Design sevenseg_scan_mux, sky130hd; sources not shown.
### Routing congestion map

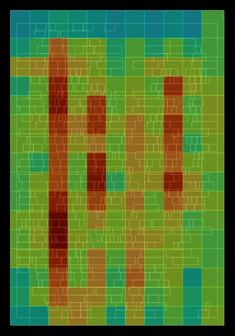
met1 track demand over resource: 21.8%
global router's overall resource usage: 20.0%

### Metal layers overlaid

The bar under the picture is 20 um long. Only two layers are drawn.
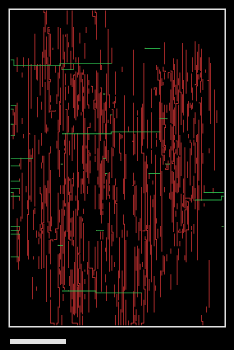
layer	color	wire length
met3	green	180 um
met2	red	4,430 um
post-detailed-routing wire length: 8.14 mm
Avg WL per Cell: 16.1 um
overall via count from detail_route: 2,657

### Cells colored by class

The bar under the picture is 20 um long. Fill, decap, tap and diode cells in gray.
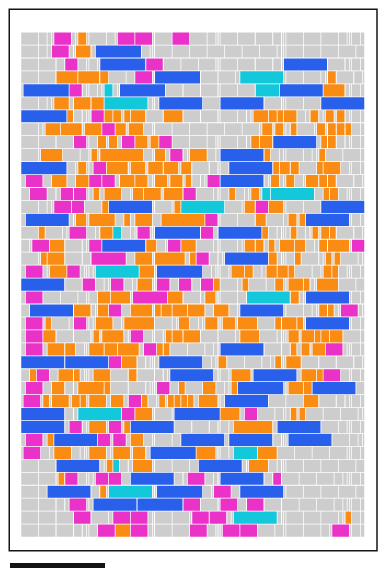
class	color	cells	share of their area
all other logic	orange	239	40%
clock drivers and dummy loads	cyan	15	6.4%
flip-flops	blue	58	35%
other buffers and delay cells	magenta	91	19%
summed area of non-filler cells in the final layout: 4360 um^2
standard cell core area: 7660 um^2
number of core rows: 39
sequential fraction of total cell area: 33.7%

### Where the registers sit

The bar under the picture is 20 um long. Other sequential cells in the stronger gray, the rest of the logic in the fainter gray.
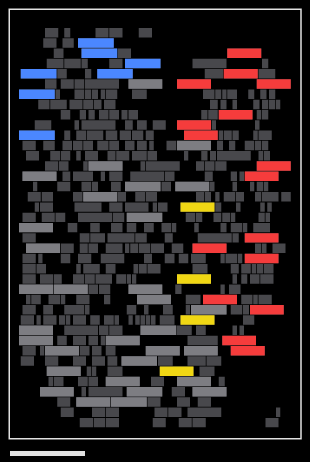
name in the netlist	color	flops
`r_dp_in`	yellow	4
`r_cnt`	red	16
`seg`	blue	7
Util after Layout: 56.9%
power drawn by the sequential cells: 1.23 mW

==> flow_summary.yaml <==
# physical design summary
power:
  design_power_total_mw: 4.60
  leakage_nw: 1.97
  ir_worst_vdd_mv: 0.774
  power_density_nw_per_um2: 1050
setup_path:
  reg2regPathDepth: 11
  path_max_fanout: 9
  worst-path-stages: 13
  slowest_delay_ps: 420
  path_class: "input pin to register"
  crit_path_end_kind: "register"
  critical_path_arrival_ps: 2870
logic_synthesis:
  yosysWarnings: 0
  synth_cell_type_count: 63
  synth_top_cell_by_count: "dfrtp_1"
  top_cell_type_by_total_area_after_synthesis: "dfrtp_1"
  yosys_cell_count: 312
  seq_area_frac_synth_pct: 46.0
  edf_count: 0
  registers_synthesis: 58
timing:
  max_freq_mhz: 380
  clock_skew_ps: 7.43
  slew_headroom_pct: 37.5
  finalHoldViolCount: 0
  fin_worst_hold_slack_ps: 484
  worst_slew_pin_tran_ps: 936
  fin_crit_sh_pct: 94.0
  period_needed_ps: 2630
  finalSetupViolations: 0
drt:
  drt_first_iter_violations: 131
global_routing:
  grt_start_max_net_pins: 36
  grt_overflow: 0
  antenna_found_initial: 0
place:
  io_buffer_count: 41
  placed_cell_area_um2: 4060
clock_network:
  h-tree-depth: 3
  clk_latency_ps: 330
  cts_buffers: 9
  clk_root_buffer_cell: "clkbuf_16"
  cts-root-to-sink-buffers: 2
floorplan:
  floorplan.initialDensity_pct: 41.7
  die_y_um: 113
layout:
  fillers: 685
  drive_gt1_share_pct: 26.6
run_status:
  result_of_the_run: "finished, final reports clean"
-- routing by layer --
layer	GRT usage [%]	share of wire, %	wire (um)	up-vias
met5	0	0	0	-
met4	9.21	2.4	198	0
met3	3.48	2.2	180	15
met2	37.3	54	4430	33
met1	21.8	41	3330	1299
li1	-	-	-	1310
-- report_power, final --
group          switching [mW]  leakage (nW)  internal, mW
Clock                   0.361         0.138         0.635
Sequential              0.149         0.676          1.08
Combinational            1.20          1.15          1.17
-- layout by cell type, fill, tap and decap left out, types with 4 or more instances in the layout --
master           Yosys  routed
buf_4                1      47
dfrtp_1             44      44
clkdlybuf4s50_1      0      40
nand2_1             27      27
nor2_1              22      22
inv_1               20      20
mux2i_1             19      19
a21oi_1             16      16
dfstp_2             14      14
o21ai_0             13      13
mux2_2              11      11
clkbuf_16            0       9
nor3_1               9       8
ha_1                 9       6
xnor2_1              5       5
nor2b_1              4       4
nand3_1              4       4
a22oi_1              4       4
a211oi_1             4       4
o221ai_1             4       4
-- layout make-up --
type / instances / area (um^2) / share of cell area (%)
Timing Repair Buffer: 91 / 808 / 18.5
Clock buffer: 12 / 256 / 5.88
Multi-Input combinational cell: 219 / 1610 / 36.9
Inverter: 20 / 75.1 / 1.72
Tap cell: 102 / 128 / 2.93
Sequential cell: 58 / 1470 / 33.7
Clock inverter: 3 / 15.0 / 0.344
-- cell families after synthesis --
logic type	Yosys count	synth area share, %
and+or+nand+nor	96	15.7
adders and majority gates	9	3.53
muxes	31	10.5
buffers and inverters	35	4.94
xor gates and xnor gates	6	1.65
DFF	58	46.0
AOI/OAI and AO/OA	77	17.7
-- repair_timing --
action,CTS,global route
resized,0,7
endpoints found under the hold margin,0,0
buffers inserted,0,1
endpoints found under the setup margin,0,3
hold buffers,0,0
Power and IR drop assume default switching activity.
